`src/rtl/femto_bus_pkg.sv`:
```
// Shared types and constants for the FemtoRV32 peripheral bus fabric.
package femto_bus_pkg;

    localparam int          TAG_W     = 16;
    localparam logic [31:0] ERR_RDATA = 32'h0;

    typedef enum logic [1:0] {
        ST_IDLE  = 2'd0,
        ST_RD    = 2'd1,
        ST_WR    = 2'd2,
        ST_ABORT = 2'd3
    } state_t;

endpackage

```
`src/rtl/femto_addr_decoder.sv`:
```
// Priority window decoder: the lowest-index matching tag wins, otherwise the
// default slave is selected, or a miss is flagged when there is no valid default.
module femto_addr_decoder
    import femto_bus_pkg::*;
#(
    parameter int                       NSLAVES       = 4,
    parameter logic [NSLAVES*TAG_W-1:0] BASE          = '0,
    parameter int                       DEFAULT_SLAVE = 0
)(
    input  logic [TAG_W-1:0]   tag,
    output logic [NSLAVES-1:0] hit,
    output logic               miss
);

    logic found;

    always_comb begin
        hit   = '0;
        found = 1'b0;
        for (int i = 0; i < NSLAVES; i++) begin
            if (!found && tag == BASE[TAG_W*i +: TAG_W]) begin
                hit[i] = 1'b1;
                found  = 1'b1;
            end
        end
        if (!found) begin
            for (int i = 0; i < NSLAVES; i++) begin
                if (i == DEFAULT_SLAVE) hit[i] = 1'b1;
            end
        end
        miss = !found && (DEFAULT_SLAVE >= NSLAVES);
    end

endmodule

```
`src/rtl/femto_bus_fabric.sv`:
```
// Memory-mapped interconnect between the FemtoRV32 core and its peripheral slaves:
// window decode, per-transaction slave latch, busy aggregation, watchdog, error log.
//
//  state    | meaning
//  ---------+------------------------------------------------------------
//  ST_IDLE  | no transaction pending, accept a strobe
//  ST_RD    | read pending, core busy mirrors the latched slave's rbusy
//  ST_WR    | write pending, core busy mirrors the latched slave's wbusy
//  ST_ABORT | one-cycle error completion: busy low, rdata forced to zero
module femto_bus_fabric
    import femto_bus_pkg::*;
#(
    parameter int                       NSLAVES       = 4,
    parameter int                       SEL_LO        = 16,
    parameter logic [NSLAVES*TAG_W-1:0] BASE          = {16'h0001, 16'h0040, 16'h0000, 16'h0000},
    parameter int                       DEFAULT_SLAVE = 0,
    parameter int                       TIMEOUT       = 1023
)(
    input  logic                    clk,
    input  logic                    rst,
    input  logic [31:0]             m_addr,
    input  logic [31:0]             m_wdata,
    input  logic [3:0]              m_wmask,
    input  logic                    m_rstrb,
    output logic [31:0]             m_rdata,
    output logic                    m_rbusy,
    output logic                    m_wbusy,
    output logic [NSLAVES-1:0]      s_rd,
    output logic [NSLAVES-1:0]      s_wr,
    input  logic [32*NSLAVES-1:0]   s_rdata,
    input  logic [NSLAVES-1:0]      s_rbusy,
    input  logic [NSLAVES-1:0]      s_wbusy,
    output logic                    err_flag,
    output logic [31:0]             err_addr,
    output logic [7:0]              err_count,
    input  logic                    err_clr
);

    localparam int IDX_W = (NSLAVES > 1) ? $clog2(NSLAVES) : 1;
    localparam int TMR_W = (TIMEOUT > 1) ? $clog2(TIMEOUT + 1) : 1;
    localparam logic [TMR_W-1:0] TMR_LOAD = (TIMEOUT > 0) ? TMR_W'(TIMEOUT - 1) : '0;

    state_t             state, state_nxt;
    logic [NSLAVES-1:0] hit;
    logic               miss;
    logic [IDX_W-1:0]   hit_idx, cur_idx;
    logic [31:0]        cur_addr;
    logic [TMR_W-1:0]   tmr;
    logic               wr_req, rd_req, any_req;
    logic               cur_rbusy, cur_wbusy;
    logic [31:0]        cur_rdata;
    logic               slave_busy, tmo, start, miss_err, err_evt;
    logic [31:0]        err_addr_new;

    // Slaves tap the write data bus directly; the fabric itself never inspects it.
    logic unused_wdata;
    assign unused_wdata = ^m_wdata;

    femto_addr_decoder #(
        .NSLAVES       (NSLAVES),
        .BASE          (BASE),
        .DEFAULT_SLAVE (DEFAULT_SLAVE)
    ) u_dec (
        .tag  (m_addr[SEL_LO+TAG_W-1:SEL_LO]),
        .hit  (hit),
        .miss (miss)
    );

    // A write in the same cycle as a read strobe suppresses the read.
    assign wr_req  = |m_wmask;
    assign rd_req  = m_rstrb & ~wr_req;
    assign any_req = wr_req | m_rstrb;

    assign s_rd = hit & {NSLAVES{rd_req & ~rst}};
    assign s_wr = hit & {NSLAVES{wr_req & ~rst}};

    always_comb begin
        hit_idx = '0;
        for (int i = 0; i < NSLAVES; i++) begin
            if (hit[i]) hit_idx = IDX_W'(i);
        end
    end

    always_comb begin
        cur_rbusy = 1'b0;
        cur_wbusy = 1'b0;
        cur_rdata = '0;
        for (int i = 0; i < NSLAVES; i++) begin
            if (cur_idx == IDX_W'(i)) begin
                cur_rbusy = s_rbusy[i];
                cur_wbusy = s_wbusy[i];
                cur_rdata = s_rdata[32*i +: 32];
            end
        end
    end

    assign slave_busy   = ((state == ST_RD) && cur_rbusy) || ((state == ST_WR) && cur_wbusy);
    assign tmo          = (TIMEOUT != 0) && slave_busy && (tmr == '0);
    assign start        = (state == ST_IDLE) && any_req && !miss;
    assign miss_err     = (state == ST_IDLE) && any_req && miss;
    assign err_evt      = miss_err || tmo;
    assign err_addr_new = miss_err ? m_addr : cur_addr;

    always_ff @(posedge clk or posedge rst) begin
        if (rst) state <= ST_IDLE;
        else     state <= state_nxt;
    end

    always_comb begin
        state_nxt = state;
        case (state)
            ST_IDLE: begin
                if (any_req) begin
                    if (miss)        state_nxt = ST_ABORT;
                    else if (wr_req) state_nxt = ST_WR;
                    else             state_nxt = ST_RD;
                end
            end
            ST_RD, ST_WR: begin
                if (tmo)             state_nxt = ST_ABORT;
                else if (!slave_busy) state_nxt = ST_IDLE;
            end
            ST_ABORT:                state_nxt = ST_IDLE;
            default:                 state_nxt = ST_IDLE;
        endcase
    end

    always_comb begin
        m_rbusy = 1'b0;
        m_wbusy = 1'b0;
        m_rdata = cur_rdata;
        case (state)
            ST_RD:    m_rbusy = cur_rbusy;
            ST_WR:    m_wbusy = cur_wbusy;
            ST_ABORT: m_rdata = ERR_RDATA;
            default:  ;
        endcase
    end

    // Watchdog counts down from TIMEOUT-1; terminal count while still busy aborts.
    always_ff @(posedge clk or posedge rst) begin
        if (rst) begin
            cur_idx  <= '0;
            cur_addr <= '0;
            tmr      <= '0;
        end else if (start) begin
            cur_idx  <= hit_idx;
            cur_addr <= m_addr;
            tmr      <= TMR_LOAD;
        end else if (slave_busy && tmr != '0) begin
            tmr      <= tmr - 1'b1;
        end
    end

    always_ff @(posedge clk or posedge rst) begin
        if (rst) begin
            err_flag  <= 1'b0;
            err_addr  <= '0;
            err_count <= '0;
        end else if (err_evt) begin
            err_flag <= 1'b1;
            if (err_clr || !err_flag) err_addr <= err_addr_new;
            if (err_clr)                  err_count <= 8'd1;
            else if (err_count != 8'hFF)  err_count <= err_count + 8'd1;
        end else if (err_clr) begin
            err_flag  <= 1'b0;
            err_addr  <= '0;
            err_count <= '0;
        end
    end

endmodule

```
`config.mk`:
```
export PLATFORM = sky130hd
export DESIGN_NAME = femto_bus_fabric
export DESIGN_NICKNAME = d
export VERILOG_FILES = /design/src/rtl/femto_bus_pkg.sv /design/src/rtl/femto_addr_decoder.sv /design/src/rtl/femto_bus_fabric.sv
export SDC_FILE = /design/constraint.sdc
export NUM_CORES = 1
export LEC_CHECK = 0
export ABC_AREA = 1
export CORE_AREA = 2 2 112 114
export CTS_BUF_LIST = sky130_fd_sc_hd__clkbuf_2
export DETAILED_ROUTE_END_ITERATION = 10
export DIE_AREA = 0 0 114 116
export HOLD_SLACK_MARGIN = 0.08
export PLACE_DENSITY = 0.91
export SYNTH_ARGS = -nofsm -noshare
export SYNTH_HDL_FRONTEND = slang
export SYNTH_SLANG_ARGS = --single-unit
```
`constraint.sdc`:
```
create_clock -name clk -period 4.75 [get_ports clk]
set_input_delay 0.7125 -clock clk [delete_from_list [all_inputs] [get_ports clk]]
set_output_delay 0.7125 -clock clk [all_outputs]
set_load 0.1 [all_outputs]
```
==> run_1/clock_wires.png <==
Scale: 4 px per um.
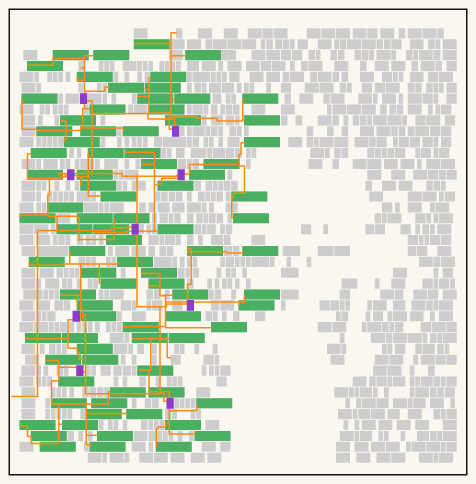
Orange shows clock wires, length 980 um. Green shows flip-flops, count 87. Purple shows clock-net drivers, count 9.
There are 10 routed clock nets.

==> run_1/port_trees.png <==
Scale: 3 px per um.
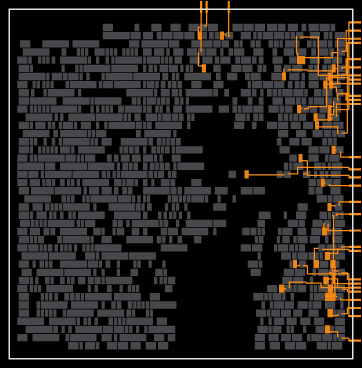
Orange shows `m_rdata`, direction output, end cells 32, buffers 32, wire 588 um.
I/O pins: 291
tally of buffers added on design ports: 256

==> run_1/class_map.png <==
Scale: 3 px per um. Fill, decap, tap and diode cells in grey.
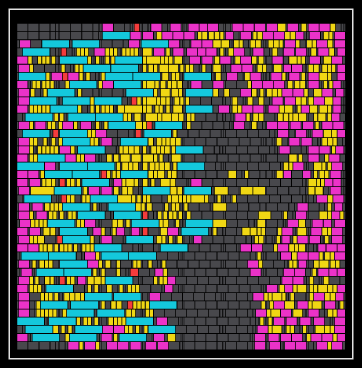
Yellow shows remaining logic cells, cells 577, share of their area 36%. Red shows clock drivers and dummy loads, cells 16, share of their area 1.1%. Cyan shows sequential cells, cells 87, share of their area 29%. Magenta shows remaining buffers and delay cells, cells 259, share of their area 33%.

==> highlights.md, run 1 <==
* area of all placed cells without fillers: 0.007642 mm^2
* startpoint of the most critical setup path: cur_idx[1]
* power dissipated by switching net loads: 0.8804 mW
* DRC violation total after the first TritonRoute iteration: 446
* warning count from the yosys run: 0
* final-report max-slew violation count: 0
* wire length of the first global-routing pass: 25.54 mm
* area growth from synthesis to layout: 50.33%
* post_cts resized: 0
* start of the worst register-to-register path: cur_idx[1]
* logic gate share of total power: 39.4%
* antenna violations before repair: 1
* Post-Synthesis Cell Area: 0.005084 mm^2
* largest delay contributor family on the critical path: flip-flops
* dominant logic cell types in the final layout: 249 x sky130_fd_sc_hd__nand2_1, 216 x sky130_fd_sc_hd__clkdlybuf4s50_1, 87 x sky130_fd_sc_hd__dfrtp_1, 69 x sky130_fd_sc_hd__inv_1, 63 x sky130_fd_sc_hd__nand3_1
* maximum number of pins on one net before global-route repair: 66
* area figure in the yosys stat output: 0.005084 mm^2
* Hold Path Sink: err_addr[27]
* gate count of the mapped netlist: 700
* Worst Slack Setup Final: 0.8724 ns
* Cells on Worst Hold Path: 2
* total track usage: 24.42%
* number of nets in the finished design: 1148
* number of failing hold endpoints at the final stage: 0
* area share of the leading cell type in the synthesized netlist: 42.83%
* grt ovf: 0
* WP depth: 5
* number of buffers and inverters on the critical path: 2
* post-detail-place hpwl: 12.54 mm
* via count of the routed design: 5547
* Data required, critical path: 4.04 ns
* depth of the CTS H-tree: 3
* setup slack at placement: 1.476 ns
* Pint: 1.279 mW
* Inserted Clock Buffers: 9
* clock latency on the worst-skew pair: 0.53 ns
* fraction of final layout cells with drive strength greater than 1: 8.200%
* cells traversed along the worst timing path: nand2_4, inv_1, nand2_1, a21oi_1, buf_4
* Power Dens Cells: 282.6 mW/mm^2
* Chip Width: 114 um
* worst rel slew slack: 31.34%
* power drawn by the clock network: 0.312 mW
* total number of warnings across the stage logs: 61
* termination of the worst setup path: m_rdata[18]
* worst-case reg-to-reg path depth: 10
* Top non-seq family: simple AND/OR/NAND/NOR gates
* TritonCTS clock tree: built
* Initial DRT Pass Iterations: 5
* Post-DRT Antenna Nets: 0
* outcome: finished, final reports clean
* Final Hold Slack: 0.4851 ns
* number of global-route vias before repair: 5173
* worst hold path startpoint: cur_addr[27]
* most instantiated library cell after synthesis: sky130_fd_sc_hd__nand2_1
* number of setup buffers added after CTS: 0
* Setup violations, final: 0
* most numerous logic cell after layout: sky130_fd_sc_hd__nand2_1
* worst hold path type: reg2reg
* switch share: 40.77%
* asr flop ratio synth: 100.0%
* hold buffer count at CTS: 0
* wire length per cell after detailed routing: 15.21 um
* ys cells: 700
* and+or+nand+nor area frac: 32.44%
* DRC violation count after routing: 0
* fp util: 42.68%
* Mapped Avg Cell Area: 7.262 um^2
* CTS root buf: sky130_fd_sc_hd__clkbuf_2
* placer's final routability congestion estimate: 0.8523
* worst setup skew after layout: 0.01607 ns
* clk buf depth: 2
* maximum fanout along the worst path: 28
* post-synthesis cell type with the largest combined area: sky130_fd_sc_hd__dfrtp_1
* row count: 40
## run 1: metal layers
| layer | global-route usage [%] | share of wire (%) |
|---|---|---|
| met1 | 29.02 | 39 |
| met2 | 41.71 | 48 |
| met3 | 7.741 | 9.4 |
| met4 | 9.106 | 3.4 |
| met5 | 0 | 0 |
## run 1: sequential cells by signal, indices dropped and copies added (netlist names)
| signal | count |
|---|---|
| cur_addr | 32 |
| cur_idx | 2 |
| err_addr | 32 |
| err_count | 8 |
| err_flag | 1 |
| state | 2 |
| tmr | 10 |
## run 1: final cells by class
type                            count  area (um^2)
Sequential cell                    87         2177
Tap cell                          147        183.9
Fill cell                         992         4269
Timing Repair Buffer              259         2485
Clock inverter                      4        22.52
Antenna cell                        1        2.502
Multi-Input combinational cell    506         2439
Inverter                           71        272.8
Clock buffer                       12        60.06
==> run 2, diff against run 1 <==
Settings changed: CORE_AREA 2 2 112 114 to default, CORE_MARGIN from default to 1.5, CORE_UTILIZATION from default to 40, DIE_AREA 0 0 114 116 to default, PLACE_DENSITY 0.91 to 0.87.
Clock period 4.75 ns to 4 ns, I/O delays scaled along.
==> run_2/class_map.png <==
Scale: 3 px per um. Fill, decap, tap and diode cells in grey.
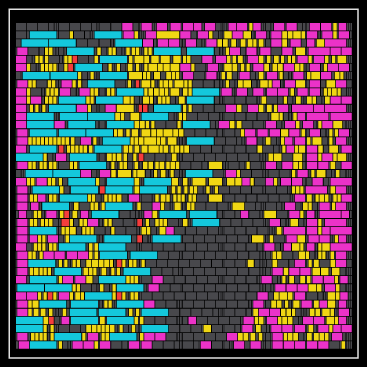
Yellow shows remaining logic cells, cells 577, share of their area 35%. Cyan shows sequential cells, cells 87, share of their area 28%. Magenta shows remaining buffers and delay cells, cells 263, share of their area 35%. Red shows clock drivers and dummy loads, cells 16, share of their area 1.0%.

==> run_2/clock_wires.png <==
Scale: 4 px per um.
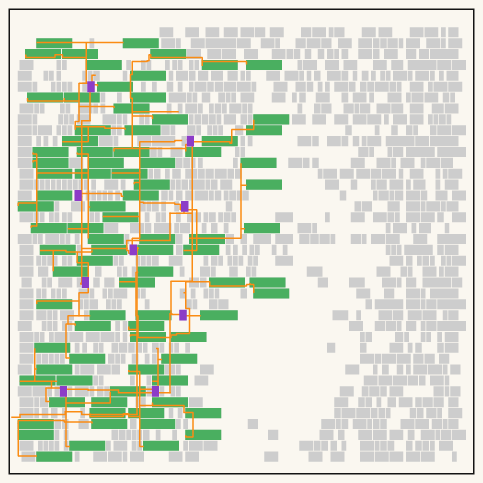
Orange shows clock wires, length 1030 um. Green shows flip-flops, count 87. Purple shows clock-net drivers, count 9.
There are 10 routed clock nets.
power drawn by the clock network: 0.373 mW
clock latency on the worst-skew pair: 0.56 ns
worst setup skew after layout: 0.03014 ns
Clk pwr share: 14.4%

==> run_2/clock_nets.png <==
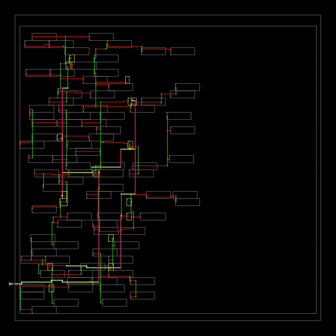
clock buf count: 11
Sink Count: 87
sequential cell count: 87
Inserted Clock Buffers: 9

==> run 2 against run 1 <==
Compared with the run above: synthesized cell count did not move; critical endpoint is now m_rdata[20]; sequential share of layout area fell by 0.80 points; highest routed layer unchanged; critical path depth did not move; total power rose by 20%; flip-flop count did not move; area after synthesis did not move.
==> highlights.md, run 2 <==
* outcome: finished, final reports clean
* area share of the leading cell type in the synthesized netlist: 42.83%, unchanged
* total number of warnings across the stage logs: 61, unchanged
* area of all placed cells without fillers: 0.007868 mm^2, +2.9%
* largest delay contributor family on the critical path: buffers and inverters
* wire length of the first global-routing pass: 26.22 mm, +2.7%
* post_cts resized: 0, unchanged
* power consumed by sequential cells: 1.18 mW
* TritonCTS clock tree: built
* worst hold path type: reg2reg
* and+or+nand+nor area frac: 32.44%, unchanged
* arrival time of data at the critical path endpoint: 2.83 ns
* depth of the CTS H-tree: 3, unchanged
* number of enable-type register cells in the synthesized netlist: 0
* mux share of post-synthesis cell area: 0%
* via count of the routed design: 5514, -0.59%
* cells traversed along the worst timing path: nand2_4, inv_1, nand2_1, a21oi_1, buf_12
* largest power group: registers
* maximum fanout along the worst path: 28, unchanged
* switch share: 40.77%, about the same
* startpoint of the most critical setup path: cur_idx[1]
* adder and majority gate portion of the synthesized area: 1.477%
* Data required, critical path: 3.40 ns, -0.64 ns
* termination of the worst setup path: m_rdata[20]
* number of fill cells: 1051, +5.9%
* Routed met1 length: 6.442 mm, -0.40%
* warning count from the yosys run: 0, unchanged
* parity-gate share of the synthesized area counting xor and xnor cells: 1.723%
* final-report max-slew violation count: 0, unchanged
* logic gate share of total power: 40.0%, +0.6 points
* number of nets in the finished design: 1152, +0.35%
* Most Crowded Layer GR: met2
* met3 wire len: 1.530 mm, -2.0%
* final non-filler cell total: 1115
* worst hold path startpoint: cur_addr[31]
* area used by sequential logic in the layout: 0.002178 mm^2, about the same
* top routing layer used: met4
* Top non-seq family: simple AND/OR/NAND/NOR gates
* setup_tns: 0 ns
* post-detail-place hpwl: 13.17 mm, +5.1%
* met2 track demand over resource in global routing: 45.52%, +3.8 points
* area growth from synthesis to layout: 54.76%
* DRC violation count after routing: 0, unchanged
* gate count of the mapped netlist: 700, unchanged
* leading cell types by total area after synthesis: sky130_fd_sc_hd__dfrtp_1 43%, sky130_fd_sc_hd__nand2_1 18%, sky130_fd_sc_hd__nand3_1 6.2%, sky130_fd_sc_hd__inv_1 5.2%, sky130_fd_sc_hd__o21ai_0 5.0%
* Post-DRT Antenna Nets: 0, unchanged
* start of the worst register-to-register path: cur_idx[1]
* met1 track demand over resource: 27.02%, -2.0 points
* total track usage: 25.24%, +0.82 points
* setup slack at placement: 0.8367 ns, -0.6396 ns
* clk buf depth: 2, unchanged
* Leakage: 3.784 nW
* post-synthesis compound-gate area fraction: 12.18%
* peak clock frequency supported by timing: 291.4 MHz
* asr flop ratio synth: 100.0%, unchanged
* part of the power in registers: 45.6%
* Setup crit start kind: flop
* Hold Path Sink: err_addr[31]
* number of setup buffers added after CTS: 0, unchanged
* leading post-synthesis cells by instance count: 249 x sky130_fd_sc_hd__nand2_1, 87 x sky130_fd_sc_hd__dfrtp_1, 70 x sky130_fd_sc_hd__inv_1
* CTS root buf: sky130_fd_sc_hd__clkbuf_2
* hold buffer count at CTS: 0, unchanged
* endpoint kind of the worst setup timing path: output pin
* row count: 40, unchanged
* Initial DRT Pass Iterations: 7, +2
* fin crit period: 3.432 ns
* antenna violations before repair: 3, +2
* DR WL met2: 8.451 mm, +6.5%
* CORE AREA: 0.01221 mm^2
* number of buffers and inverters on the critical path: 2, unchanged
* area figure in the yosys stat output: 0.005084 mm^2, unchanged
* I/O pins: 291, unchanged
* delay of the slowest cell on the worst path: 0.73 ns
* number of cells in the design after placement: 1095
* Setup violations, final: 0, unchanged
* DRC violation total after the first TritonRoute iteration: 370, -17%
* power in combinational cells: 1.04 mW
* placer's final routability congestion estimate: 0.8492, -0.36%
* worst rel slew slack: 31.49%, +0.15 points
* worst-case reg-to-reg path depth: 12, +2
* Chip Width: 115.7 um, +1.5%
* largest registers: cur_addr (32), err_addr (32), tmr (10)
* number of failing hold endpoints at the final stage: 0, unchanged
* Final Util: 64.43%
* kind of critical path: reg2out
* Pint: 1.539 mW, +20%
* multi-input logic area: 0.002439 mm^2, unchanged
* most instantiated library cell after synthesis: sky130_fd_sc_hd__nand2_1
* wire length per cell after detailed routing: 15.24 um, +0.24%
* most numerous logic cell after layout: sky130_fd_sc_hd__nand2_1
* final period utilization: 85.80%
* Post-Synthesis Cell Area: 0.005084 mm^2, unchanged
* Worst Slack Setup Final: 0.5679 ns, -0.3045 ns
* clock-pin slew of the registers on the worst-case setup and hold paths: 0.23 ns
* WP depth: 5, unchanged
* RSZ-0062 raised after global routing: no
* cell with the largest stage delay on the worst path: sky130_fd_sc_hd__dfrtp_1
* Worst VDD drop: 0.3049 mV
* Mapped Avg Cell Area: 7.262 um^2, unchanged
* power dissipated by switching net loads: 1.059 mW, +20%
* maximum number of pins on one net before global-route repair: 49, -26%
* fp util: 41.63%, -1.0 points
* grt ovf: 0, unchanged
* Cells on Worst Hold Path: 2, unchanged
* post-synthesis cell type with the largest combined area: sky130_fd_sc_hd__dfrtp_1
* dominant logic cell types in the final layout: 249 x sky130_fd_sc_hd__nand2_1, 216 x sky130_fd_sc_hd__clkdlybuf4s50_1, 86 x sky130_fd_sc_hd__dfrtp_1, 69 x sky130_fd_sc_hd__inv_1, 63 x sky130_fd_sc_hd__nand3_1
* GR Layer Usage met3: 7.165%, -0.58 points
* overall power after layout: 2.598 mW
* Placement Cell Area: 0.007776 mm^2
* Flops after synth: 87
* worst r2r dst: err_addr[26]
* number of global-route vias before repair: 5308, +2.6%
* overall routed net length: 17.00 mm
* fraction of final layout cells with drive strength greater than 1: 8.484%, +0.28 points
* Power Dens Cells: 330.3 mW/mm^2, +17%
* Die ar.: 0.01339 mm^2
* Final Hold Slack: 0.4782 ns, -0.006884 ns
* ys cells: 700, unchanged
* tally of buffers added on design ports: 256, unchanged
[run 2: cell count changes in the layout (fill, tap and decap cells not counted)]
| cell | delta |
|---|---|
| sky130_fd_sc_hd__diode_2 | +3 |
| sky130_fd_sc_hd__buf_4 | -9 |
| sky130_fd_sc_hd__clkinv_1 | +2 |
| sky130_fd_sc_hd__dfrtp_2 | +1 |
| sky130_fd_sc_hd__buf_12 | +13 |
| sky130_fd_sc_hd__dfrtp_1 | -1 |
| sky130_fd_sc_hd__clkbuf_2 | -1 |
| sky130_fd_sc_hd__clkinv_2 | -1 |
[run 2: cell type report]
cell class              count  area share [%]
diodes                      4          0.1272
clock buffers              11          0.6997
clock inverters             5          0.3181
inverters                  71           3.467
multi-input cells         506           31.00
flip-flops and latches     87           27.69
well taps                 168           2.672
repair buffers            263           34.03
Power and IR drop assume default switching activity.
